<file path="config.mk">
export PLATFORM = sky130hd
export DESIGN_NAME = nec_ir_transmitter
export DESIGN_NICKNAME = d
export VERILOG_FILES = /design/src/rtl/nec_ir_pkg.sv /design/src/rtl/nec_unit_timer.sv /design/src/rtl/nec_ir_transmitter.sv
export SDC_FILE = /design/constraint.sdc
export NUM_CORES = 1
export LEC_CHECK = 0
export CAP_MARGIN = 20
export CORE_MARGIN = 5
export CORE_UTILIZATION = 40
export CTS_BUF_LIST = sky130_fd_sc_hd__clkbuf_8
export DETAILED_ROUTE_END_ITERATION = 16
export DONT_BUFFER_PORTS = 1
export HOLD_SLACK_MARGIN = 0.1
export PLACE_DENSITY = 0.54
export REMOVE_ABC_BUFFERS = 1
export SKIP_LAST_GASP = 1
export SLEW_MARGIN = 20
export SYNTH_ARGS = -nofsm -noshare
export SYNTH_HDL_FRONTEND = slang
export SYNTH_HIERARCHICAL = 1
export SYNTH_SLANG_ARGS = --single-unit
</file>
<file path="constraint.sdc">
create_clock -name clkIN -period 4.6 [get_ports clkIN]
set_clock_uncertainty 0.1 [all_clocks]
set_input_delay 0.92 -clock clkIN [delete_from_list [all_inputs] [get_ports clkIN]]
set_output_delay 0.92 -clock clkIN [all_outputs]
set_load 0.05 [all_outputs]
</file>
<file path="src/rtl/nec_ir_pkg.sv">
// NEC IR transmitter shared definitions:
// state encoding, protocol unit counts and timing helpers.
package nec_ir_pkg;

    typedef enum logic [2:0] {
        ST_IDLE,
        ST_LEAD_MARK,
        ST_LEAD_SPACE,
        ST_BIT_MARK,
        ST_BIT_SPACE,
        ST_STOP_MARK,
        ST_GAP
    } state_e;

    localparam int FRAME_W          = 32;
    localparam int UNIT_CNT_W       = 16;
    localparam int LEAD_MARK_UNITS  = 16;
    localparam int LEAD_SPACE_UNITS = 8;
    localparam int BIT_MARK_UNITS   = 1;
    localparam int ZERO_SPACE_UNITS = 1;
    localparam int ONE_SPACE_UNITS  = 3;
    localparam int STOP_MARK_UNITS  = 1;

    // Clocks per 562.5 us unit, never below one.
    function automatic int unit_ticks(input int clock_speed);
        longint t;
        t = longint'(clock_speed) * 9 / 16000;
        return (t < 1) ? 1 : int'(t);
    endfunction

    // Carrier half-period in clocks, never below one.
    function automatic int carrier_half(input int clock_speed, input int hz);
        int h;
        h = clock_speed / (2 * hz);
        return (h < 1) ? 1 : h;
    endfunction

endpackage

</file>
<file path="src/rtl/nec_unit_timer.sv">
// Free-running unit tick generator with synchronous restart;
// tick is high on the last clock of each unit.
module nec_unit_timer #(
    parameter int TICKS = 1
) (
    input  logic clk,
    input  logic rst,
    input  logic restart,
    output logic tick
);

    localparam int W = (TICKS > 1) ? $clog2(TICKS) : 1;
    localparam logic [W-1:0] LAST = W'(TICKS - 1);

    logic [W-1:0] cnt_q;
    logic [W-1:0] cnt_d;

    assign tick = (cnt_q == LAST);

    // Count clocks within a unit, wrapping on tick or restart.
    always_comb begin
        cnt_d = cnt_q + 1'b1;
        if (restart || tick) cnt_d = '0;
    end

    // Counter register.
    always_ff @(posedge clk or posedge rst) begin
        if (rst) cnt_q <= '0;
        else     cnt_q <= cnt_d;
    end

endmodule

</file>
<file path="src/rtl/nec_ir_transmitter.sv">
// NEC IR frame transmitter: lead burst, 32 pulse-distance bits
// MSB first, stop burst, idle gap; carrier-modulated copy of envelope.
module nec_ir_transmitter
    import nec_ir_pkg::*;
#(
    parameter int CLOCK_SPEED = 50_000_000,
    parameter int CARRIER_HZ  = 38_000,
    parameter int GAP_UNITS   = 16
) (
    input  logic               clkIN,
    input  logic               resetIN,
    input  logic               startIN,
    input  logic [FRAME_W-1:0] dataIN,
    output logic               busyOUT,
    output logic               doneOUT,
    output logic               txOUT,
    output logic               txModOUT
);

    localparam int UNIT_TICKS = unit_ticks(CLOCK_SPEED);
    localparam int HALF       = carrier_half(CLOCK_SPEED, CARRIER_HZ);
    localparam int CW         = (HALF > 1) ? $clog2(HALF) : 1;
    localparam logic [CW-1:0] CLAST = CW'(HALF - 1);

    state_e                  state_q, state_d;
    logic [UNIT_CNT_W-1:0]   unit_q, unit_d, target;
    logic [5:0]              bit_q, bit_d;
    logic [FRAME_W-1:0]      data_q, data_d;
    logic [CW-1:0]           ccnt_q, ccnt_d;
    logic                    car_q, car_d;
    logic                    tx_q, tx_d, mod_q, mod_d;
    logic                    busy_q, busy_d, done_q, done_d;
    logic                    tick, restart, seg_end, cur_bit;

    nec_unit_timer #(.TICKS(UNIT_TICKS)) u_timer (
        .clk     (clkIN),
        .rst     (resetIN),
        .restart (restart),
        .tick    (tick)
    );

    assign cur_bit = data_q[bit_q[4:0]];
    assign restart = (state_d != state_q);
    assign seg_end = tick && (unit_q == target - 1'b1);

    // Length in units of the segment currently being sent.
    always_comb begin
        target = UNIT_CNT_W'(1);
        unique case (state_q)
            ST_LEAD_MARK:  target = UNIT_CNT_W'(LEAD_MARK_UNITS);
            ST_LEAD_SPACE: target = UNIT_CNT_W'(LEAD_SPACE_UNITS);
            ST_BIT_MARK:   target = UNIT_CNT_W'(BIT_MARK_UNITS);
            ST_BIT_SPACE:  target = cur_bit ? UNIT_CNT_W'(ONE_SPACE_UNITS)
                                            : UNIT_CNT_W'(ZERO_SPACE_UNITS);
            ST_STOP_MARK:  target = UNIT_CNT_W'(STOP_MARK_UNITS);
            ST_GAP:        target = UNIT_CNT_W'(GAP_UNITS);
            default:       target = UNIT_CNT_W'(1);
        endcase
    end

    // Next state, payload latch and bit selection.
    always_comb begin
        state_d = state_q;
        bit_d   = bit_q;
        data_d  = data_q;
        unique case (state_q)
            ST_IDLE: if (startIN) begin
                data_d  = dataIN;
                bit_d   = 6'(FRAME_W - 1);
                state_d = ST_LEAD_MARK;
            end
            ST_LEAD_MARK:  if (seg_end) state_d = ST_LEAD_SPACE;
            ST_LEAD_SPACE: if (seg_end) state_d = ST_BIT_MARK;
            ST_BIT_MARK:   if (seg_end) state_d = ST_BIT_SPACE;
            ST_BIT_SPACE: if (seg_end) begin
                if (bit_q == 6'd0) begin
                    state_d = ST_STOP_MARK;
                end else begin
                    bit_d   = bit_q - 6'd1;
                    state_d = ST_BIT_MARK;
                end
            end
            ST_STOP_MARK:  if (seg_end) state_d = ST_GAP;
            ST_GAP:        if (seg_end) state_d = ST_IDLE;
            default:       state_d = ST_IDLE;
        endcase
        unit_d = unit_q;
        if (restart || state_q == ST_IDLE) unit_d = '0;
        else if (tick)                     unit_d = unit_q + 1'b1;
    end

    // Outputs derived from the upcoming state, registered below.
    always_comb begin
        tx_d   = (state_d == ST_LEAD_MARK) || (state_d == ST_BIT_MARK) ||
                 (state_d == ST_STOP_MARK);
        busy_d = (state_d != ST_IDLE);
        done_d = (state_q == ST_GAP) && (state_d == ST_IDLE);
        car_d  = car_q;
        ccnt_d = ccnt_q;
        if (!tx_d) begin
            car_d  = 1'b0;
            ccnt_d = '0;
        end else if (!tx_q) begin
            car_d  = 1'b1;
            ccnt_d = '0;
        end else if (ccnt_q == CLAST) begin
            car_d  = ~car_q;
            ccnt_d = '0;
        end else begin
            ccnt_d = ccnt_q + 1'b1;
        end
        mod_d = tx_d & car_d;
    end

    // State and datapath registers.
    always_ff @(posedge clkIN or posedge resetIN) begin
        if (resetIN) begin
            state_q <= ST_IDLE;
            unit_q  <= '0;
            bit_q   <= '0;
            data_q  <= '0;
        end else begin
            state_q <= state_d;
            unit_q  <= unit_d;
            bit_q   <= bit_d;
            data_q  <= data_d;
        end
    end

    // Registered outputs and carrier phase.
    always_ff @(posedge clkIN or posedge resetIN) begin
        if (resetIN) begin
            tx_q   <= 1'b0;
            mod_q  <= 1'b0;
            busy_q <= 1'b0;
            done_q <= 1'b0;
            car_q  <= 1'b0;
            ccnt_q <= '0;
        end else begin
            tx_q   <= tx_d;
            mod_q  <= mod_d;
            busy_q <= busy_d;
            done_q <= done_d;
            car_q  <= car_d;
            ccnt_q <= ccnt_d;
        end
    end

    assign txOUT    = tx_q;
    assign txModOUT = mod_q;
    assign busyOUT  = busy_q;
    assign doneOUT  = done_q;

endmodule

</file>
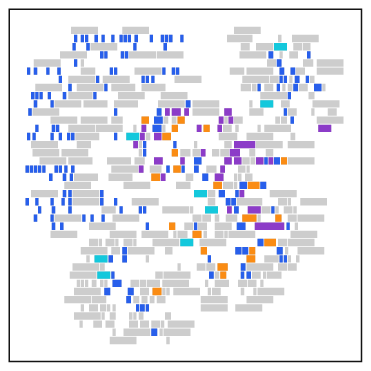
Figure 1: selected gate families.
Drawn at 3 px/µm.
blue -> NAND gates  # cells 160, most used nand2_1, where spread over the die
orange -> AND and OR gates  # cells 22, most used and3_1
cyan -> adder and majority cells  # cells 8, most used ha_1
purple -> inverting AOI/OAI gates  # cells 30, most used o21ai_0

==> impl.org <==
#+TITLE: Flow metrics

** Final layout
- Cells fill 43.8% of the core in the end.
- Inverters :: 14
- Area fraction of clock buffers and clock inverters :: 3.13%
- Of the total standard cell area in the layout, the multi-input combinational portion is 46.5%.
- The register with the most flip-flops in the final layout is data_q.
- Area occupied by multi-input gates :: 2310 µm²
- The layout has 10 clock buffers.
- According to the cell report, the number of logic gates is 358.
- Non-clock buffering takes up 2.20% of total cell area after layout.
- Number of antenna repair diodes :: 0
- Finished Cell Area :: 4960 µm²

** Placed design
- The number of placed instances, taps included, is 615.
- Count of input and output buffers :: 0
- Worst setup timing slack at the placement stage :: -0.147 ns
- DP Area :: 4750 µm²
- For this run the detailed placement stage logged an HPWL of 6.45 mm.

** Synth
- Counting flops with a built-in enable in the synthesized netlist gives 0.
- Largest area contributor in the netlist :: dfrtp_1
- Xor and xnor area share after synthesis :: 7.66%
- After synthesis, the largest family of logic cells by area is simple AND/OR/NAND/NOR gates.
- The synthesized netlist devotes 27.6% of its cell area to simple gates.
- Warnings reported by Yosys during synthesis add up to 6.
- Distinct lib cells :: 56
- The portion of synthesized area spent on multiplexers is 5.85%.
- Area fraction in full adders, half adders and majority gates :: 2.19%
- Main flop type :: dfrtp_1
- Area of the synthesized netlist per yosys stat :: 4580 µm²
- Cell types with the highest counts after synthesis :: nand2_1, dfrtp_1, nor2_1
- By area the synthesized netlist is led by dfrtp_1, nand2_1, mux4_2.
- The synthesis stat section lists a flop and latch total of 86.
- Among all cell types in the netlist, the one instantiated most often is nand2_1.
- Yosys Instances :: 481
- The synthesized netlist devotes 5.99% of its cell area to compound gates.

** Worst hold path
- Checking hold timing, the worst path is listed with class reg2reg.
- STA shows the worst min-delay path finishing at data_q[7].
- The worst hold path passes through 2 cells.
- STA lists the startpoint of the worst hold path as data_q[7].

** Worst setup path
- Launching point of the worst reg2reg path :: bit_q[0]
- Along the critical path, the tally of buffer and inverter instances is 2.
- Broken down by cell family, the worst path's largest delay share belongs to multiplexers.
- Cell depth of the worst setup path :: 14
- Slack of the worst reg-to-reg path :: 0.25 ns
- For this run, the slowest stage of the critical path takes 0.51 ns.
- CP Launch Point :: bit_q[0]
- Of all nets on the critical path, the largest fanout is 13.
- Worst setup path endpoint :: ccnt_q[4]
- STA classifies the critical path endpoint as a flip-flop.
- STA classifies the critical path startpoint as a flip-flop.
- The OpenROAD report gives the critical path a required time of 4.77 ns.
- For the worst flop-to-flop path, the logic depth is 14.

** Timing
- Counting pins that exceed their max-slew limit in the final report gives 0.
- Setup violations, final :: 0
- Share of the clock period used by the worst path after layout :: 94.5%
- Setup repair after global routing left no endpoint under its margin.
- The smallest clock period supported by the final layout is computed as 4.35 ns.
- The final hold violation count recorded for this run is 0.
- The worst path meets setup with 0.251 ns of slack.
- Checking max transition, the worst relative margin is 54.2%.
- Worst-margin pin slew :: 0.687 ns
- Timing would allow up to 230 MHz.

** Drt
- For this run, design rule violations remaining after detail routing come to 0.
- Post-DRT Antenna Nets :: 0
- Routed len/inst :: 14.9 µm
- The routed layout has 3292 vias.

** Pwr
- In the power breakdown, the biggest contributor is sequential cells.
- Clock-net power :: 0.459 mW
- Total power after layout :: 1.64 mW
- Power in combinational cells :: 0.232 mW
- Sequential power :: 0.944 mW
- Share of total power in the clock network :: 28.1%
- In this run, flip-flops and latches consume 57.7% of the power.
- Switching fraction of total power :: 28.8%

** Clock tree
- Number of buffers added by the clock tree synthesis step :: 9
- In this run the post-CTS setup repair buffer count came out at 0.
- Per the post-CTS timing run, clock transition at the registers of the reported paths is 0.08 ns.
- TritonCTS built the clock tree.
- Library cell used as clock root buffer :: clkbuf_8
- Source-to-sink clock delay at the later pin of the worst-skew pair :: 0.37 ns
- CTS sink count :: 86
- In this run, post-CTS hold repair placed 0 buffers.
- Total of cells resized after clock tree synthesis :: 2

** Floorplan
- Core area :: 11300 µm²
- Well-tap cell count :: 143
- Die Area :: 13700 µm²
- The die is 117 µm wide.

** GRT
- Via count of the first global-routing pass :: 3260
- First-pass GRT wire length :: 15.8 mm
- The initial antenna violation count is 0.
- For this run the aggregate overflow at the end of global routing stands at 0.

** Outcome
- Status :: complete, no violations
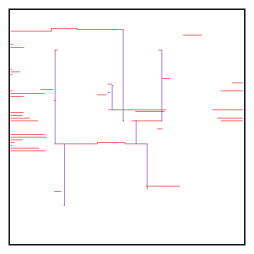
Figure 2: signal wires by layer.
Drawn at 2 px/µm. Two of the layers only.
red -> met3  # wire length 417 µm
purple -> met4  # wire length 203 µm
Total Routed Length: 9.39 mm
all-layer global routing usage: 14.9%

[cell usage in the layout (no fill, tap or decap), types with 3 or more instances in the layout]
cell type	netlist	layout
nand3_1	20	20
nand3b_1	3	3
clkbuf_8	0	10
mux4_2	10	10
dfrtp_1	86	86
nand2_1	122	122
nand4b_1	4	4
nor3_1	13	13
xnor2_1	22	22
xor2_1	18	17
and3_1	4	4
buf_4	0	13
a21oi_1	6	6
nor2_1	47	47
nor4_1	6	6
nor4b_1	4	3
inv_1	14	15
and4_1	3	3
ha_1	8	8
nand4_1	7	7
o21ai_0	11	11
nand2b_1	4	4
[layer usage]
layer	part of all wire (%)	vias to the layer above	track usage, %
li1	-	1635	-
met5	0	-	0
met1	48	1587	19.9
met3	4.4	16	3.80
met4	2.2	0	7.03
met2	45	54	22.7
Power and IR drop assume default switching activity.
